`src/rtl/uart_pkg.sv`:
```
// Shared UART definitions: parity encodings, transmit FSM states and default word size.
// The receive-side checker imports the same parity constants.
package uart_pkg;

  localparam int DATA_WIDTH_DEF = 8;

  localparam logic [1:0] PARITY_NONE0 = 2'b00;
  localparam logic [1:0] PARITY_ODD   = 2'b01;
  localparam logic [1:0] PARITY_EVEN  = 2'b10;
  localparam logic [1:0] PARITY_NONE1 = 2'b11;

  typedef enum logic [2:0] {
    ST_IDLE,
    ST_WAIT,
    ST_START,
    ST_DATA,
    ST_PARITY,
    ST_STOP1,
    ST_STOP2
  } uart_state_e;

endpackage

```
`src/rtl/uart_parity_gen.sv`:
```
// Combinational parity bit generator shared by the transmit framer and the receive checker.
module uart_parity_gen
  import uart_pkg::*;
#(
  parameter int DATA_WIDTH = DATA_WIDTH_DEF
) (
  input  logic [DATA_WIDTH-1:0] data,
  input  logic [1:0]            parity_type,
  output logic                  parity_bit,
  output logic                  parity_en
);

  always_comb begin
    parity_en  = (parity_type == PARITY_ODD) || (parity_type == PARITY_EVEN);
    parity_bit = 1'b0;
    if (parity_type == PARITY_ODD) begin
      parity_bit = ~^data;
    end else if (parity_type == PARITY_EVEN) begin
      parity_bit = ^data;
    end
  end

endmodule

```
`src/rtl/uart_tx_frame.sv`:
```
// UART transmit framer: start bit, LSB-first data, optional parity, one or two stop bits.
// Every line transition is taken on a baud_tick edge; tx comes straight from a flop.
module uart_tx_frame
  import uart_pkg::*;
#(
  parameter int DATA_WIDTH = DATA_WIDTH_DEF
) (
  input  logic                  clock,
  input  logic                  reset,
  input  logic                  baud_tick,
  input  logic                  send,
  input  logic [DATA_WIDTH-1:0] data_in,
  input  logic [1:0]            parity_type,
  input  logic                  stop_bits,
  output logic                  tx,
  output logic                  busy,
  output logic                  done,
  output uart_state_e           state_dbg
);

  localparam int CNT_W = $clog2(DATA_WIDTH + 1);
  localparam logic [CNT_W-1:0] LAST_BIT = CNT_W'(DATA_WIDTH - 1);

  uart_state_e           state_q, state_d;
  logic [DATA_WIDTH-1:0] shift_q, shift_d;
  logic [CNT_W-1:0]      cnt_q, cnt_d;
  logic                  par_bit_q, par_bit_d;
  logic                  par_en_q, par_en_d;
  logic                  two_stop_q, two_stop_d;
  logic                  tx_q, tx_d;
  logic                  done_q, done_d;
  logic                  gen_bit, gen_en;

  uart_parity_gen #(.DATA_WIDTH(DATA_WIDTH)) u_parity (
    .data        (data_in),
    .parity_type (parity_type),
    .parity_bit  (gen_bit),
    .parity_en   (gen_en)
  );

  always_ff @(posedge clock or posedge reset) begin
    if (reset) begin
      state_q    <= ST_IDLE;
      shift_q    <= '0;
      cnt_q      <= '0;
      par_bit_q  <= 1'b0;
      par_en_q   <= 1'b0;
      two_stop_q <= 1'b0;
      tx_q       <= 1'b1;
      done_q     <= 1'b0;
    end else begin
      state_q    <= state_d;
      shift_q    <= shift_d;
      cnt_q      <= cnt_d;
      par_bit_q  <= par_bit_d;
      par_en_q   <= par_en_d;
      two_stop_q <= two_stop_d;
      tx_q       <= tx_d;
      done_q     <= done_d;
    end
  end

  always_comb begin
    state_d    = state_q;
    shift_d    = shift_q;
    cnt_d      = cnt_q;
    par_bit_d  = par_bit_q;
    par_en_d   = par_en_q;
    two_stop_d = two_stop_q;
    tx_d       = tx_q;
    done_d     = 1'b0;
    case (state_q)
      ST_IDLE: begin
        tx_d = 1'b1;
        // A tick coinciding with acceptance is deliberately not consumed here.
        if (send) begin
          shift_d    = data_in;
          par_bit_d  = gen_bit;
          par_en_d   = gen_en;
          two_stop_d = stop_bits;
          cnt_d      = '0;
          state_d    = ST_WAIT;
        end
      end
      ST_WAIT: if (baud_tick) begin
        state_d = ST_START;
        tx_d    = 1'b0;
      end
      ST_START: if (baud_tick) begin
        state_d = ST_DATA;
        tx_d    = shift_q[0];
        cnt_d   = '0;
      end
      ST_DATA: if (baud_tick) begin
        cnt_d   = cnt_q + 1'b1;
        shift_d = shift_q >> 1;
        if (cnt_q == LAST_BIT) begin
          state_d = par_en_q ? ST_PARITY : ST_STOP1;
          tx_d    = par_en_q ? par_bit_q : 1'b1;
        end else begin
          tx_d = shift_q[1];
        end
      end
      ST_PARITY: if (baud_tick) begin
        state_d = ST_STOP1;
        tx_d    = 1'b1;
      end
      ST_STOP1: if (baud_tick) begin
        tx_d = 1'b1;
        if (two_stop_q) begin
          state_d = ST_STOP2;
        end else begin
          state_d = ST_IDLE;
          done_d  = 1'b1;
        end
      end
      ST_STOP2: if (baud_tick) begin
        state_d = ST_IDLE;
        tx_d    = 1'b1;
        done_d  = 1'b1;
      end
      default: begin
        state_d = ST_IDLE;
        tx_d    = 1'b1;
      end
    endcase
  end

  assign tx        = tx_q;
  assign busy      = (state_q != ST_IDLE);
  assign done      = done_q;
  assign state_dbg = state_q;

endmodule

```
`config.mk`:
```
export PLATFORM = sky130hd
export DESIGN_NAME = uart_tx_frame
export DESIGN_NICKNAME = d
export VERILOG_FILES = /design/src/rtl/uart_pkg.sv /design/src/rtl/uart_parity_gen.sv /design/src/rtl/uart_tx_frame.sv
export SDC_FILE = /design/constraint.sdc
export NUM_CORES = 1
export LEC_CHECK = 0
export CORE_ASPECT_RATIO = 1.2
export CORE_MARGIN = 1.5
export CORE_UTILIZATION = 55
export CTS_CLUSTER_DIAMETER = 50
export DETAILED_ROUTE_END_ITERATION = 6
export PLACE_DENSITY = 0.83
export SLEW_MARGIN = 30
export SYNTH_ARGS = -nofsm -noshare
export SYNTH_HDL_FRONTEND = slang
export SYNTH_SLANG_ARGS = --single-unit
```
`constraint.sdc`:
```
create_clock -name clock -period 1.95 [get_ports clock]
set_input_delay 0.4875 -clock clock [delete_from_list [all_inputs] [get_ports clock]]
set_output_delay 0.4875 -clock clock [all_outputs]
set_load 0.01 [all_outputs]
```
==> datasheet_impl.txt <==
Implementation parameters

Parameter                              Value

Cells and area
  Number of diodes added for antenna fixing    0
  Number of clock-tree buffers in the layout    4
  Number of logic gates    slightly below 100
  Layout buffering overhead excluding clock cells    0.174
  Area of the multi-input gates    611 µm²

GRT
  Largest net degree at the start of global routing    19
  Initial antenna violation count    0
  Met3 demand-to-capacity share in global routing    0.0201
  Global-route wire length before repair    4020 µm
  Total global routing track utilization    0.223
  GR peak layer    met2
  Number of global-route vias before repair    around 1,000
  Total overflow reported by the global router    0

Floorplanning
  Core footprint    between 0.002 and 0.0025 mm²
  Die extent in y    54.0 µm
  Die area    roughly 0.0025 mm²
  Starting density of the core    0.581

Worst setup path
  Critical path depth in cells    2
  List of cells traversed by the critical path    buf_6, clkdlybuf4s50_1
  Combined buffer and inverter count along the critical path    2
  Largest delay share family, worst path    buffers and inverters
  Biggest fanout along the worst timing path    14
  FF-to-FF path depth    6
  Slowest library cell on the worst path    sky130_fd_sc_hd__clkdlybuf4s50_1
  Capture instance of the worst register-to-register path    shift_q[0]
  CP startpoint    state_dbg[2]

Clocking
  Post-cts hold buffer count    0
  Number of CTS-inserted buffers    3
  Number of sinks driven by the clock tree    20
  Maximum number of buffers from clock root to sink    2
  Post-CTS Resized    1

Logic synthesis
  Number of enable flip-flop cells    0
  Area leader share    0.399
  Commonest cells in the synthesized netlist    sky130_fd_sc_hd__a21oi_1, sky130_fd_sc_hd__dfrtp_1, sky130_fd_sc_hd__nand2_1, sky130_fd_sc_hd__nor2_1
  Cell type with the highest aggregate area in the netlist    sky130_fd_sc_hd__dfrtp_1
  Syn. warnings    0
  Number of storage elements in the synthesis netlist    20
  Unique cell type count in the Yosys netlist    30

STA
  Slack of the critical path    about 64 ps
  Fin crit share    0.967
  Final Hold Slack    444 ps
  Worst-margin pin slew    ~450 ps

Pwr
  Seq power    about 0.0007 W
  Combinational logic power    roughly 0.00089 W
  Design Power    around 0.0018 W
  Relative contribution of combinational cells to total power    0.483
  Top power group    combinational logic
  Worst voltage drop across the vdd grid    0.795 mV
  Fraction of power spent switching nets    0.389

Detailed routing
  Pre-Repair DR Iteration Count    4
  Per-cell via count in the routed design    around 5.6
  DR DRC count    0
  Final wirelength    ~2400 µm

Placement
  Instance count after placement with tap cells included    roughly 180
  Worst setup slack before clock tree synthesis    just over 8 ps

Run status
  Outcome    completed
**Placement density heat map**

The die is cut into 9 by 11 equal tiles; white is low, dark blue is high, 0 to 100% covered.
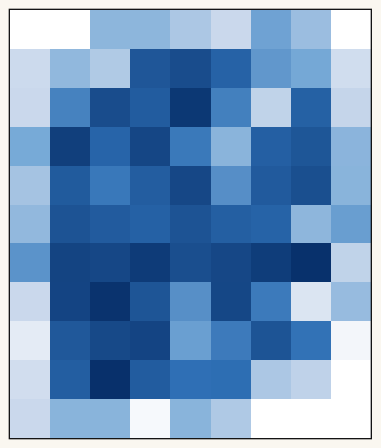
densest ninth of the die: middle
fullest tile: 100%
mean over tiles: 58%
tiles over 75% full: 42%
nearly empty tiles: 7.1%

**Close-up of the layout**

Region (24, 30) to (44, 50) µm. Cells in grey, sequential cells in the stronger grey; small squares are vias.
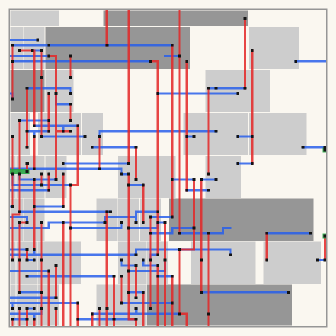
| layer | colour |
|---|---|
| metal 2 | red |
| metal 1 | blue |
| metal 3 | green |
cells with their middle in the window: 30
most frequent: nor2_1 (5), nand2_1 (5)
sequential cells in the window: 3
netlist names of flops here include: state_dbg (2), done (1)

**Cells by drive strength**

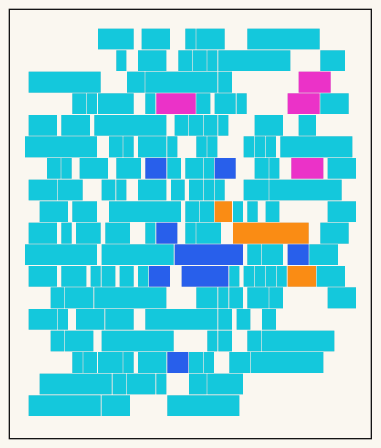
| size | colour | cells | share |
|---|---|---|---|
| _6 and larger | magenta | 4 | 2.6% |
| _2 cells | orange | 3 | 1.9% |
| _3 and _4 cells | blue | 8 | 5.1% |
| _0 and _1 cells | cyan | 141 | 90% |
Signal buffers: 26
area of all placed cells without fillers: 0.00147 mm²

**Cell outlines without signal wires**

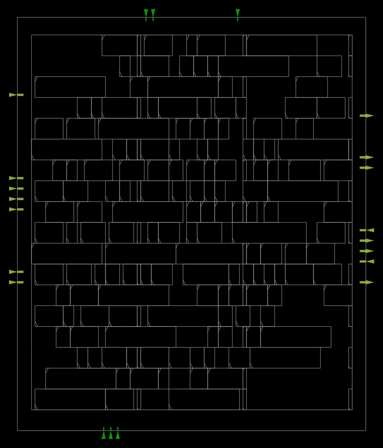
number of inserted filler cells in the final layout: 159
tap cells: 30
sequential share of cell area: 0.342
Placement Rows: 18
final standard cell count with taps included and fillers excluded: 186

**I/O pins on the die edge**

The bar under the picture is 10 µm long. Pins as bars across the die edge, other pins in grey.
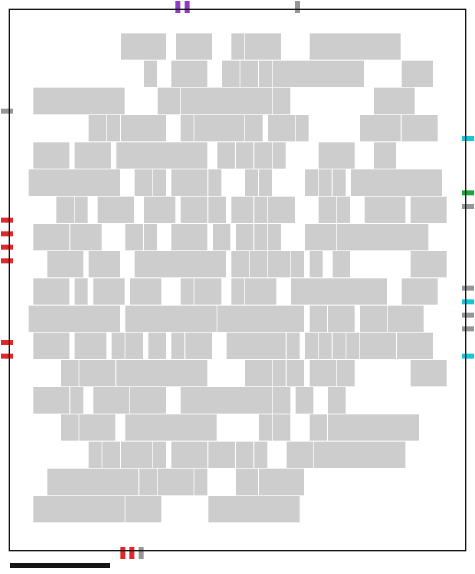
| port | colour | pins | direction | edge |
|---|---|---|---|---|
| parity_type | purple | 2 | input | top |
| state_dbg | cyan | 3 | output | right |
| done | green | 1 | output | right |
| data_in | red | 8 | input | 6 left, 2 bottom |

Power figures rest on the tool's default switching activity, not on a simulated workload.
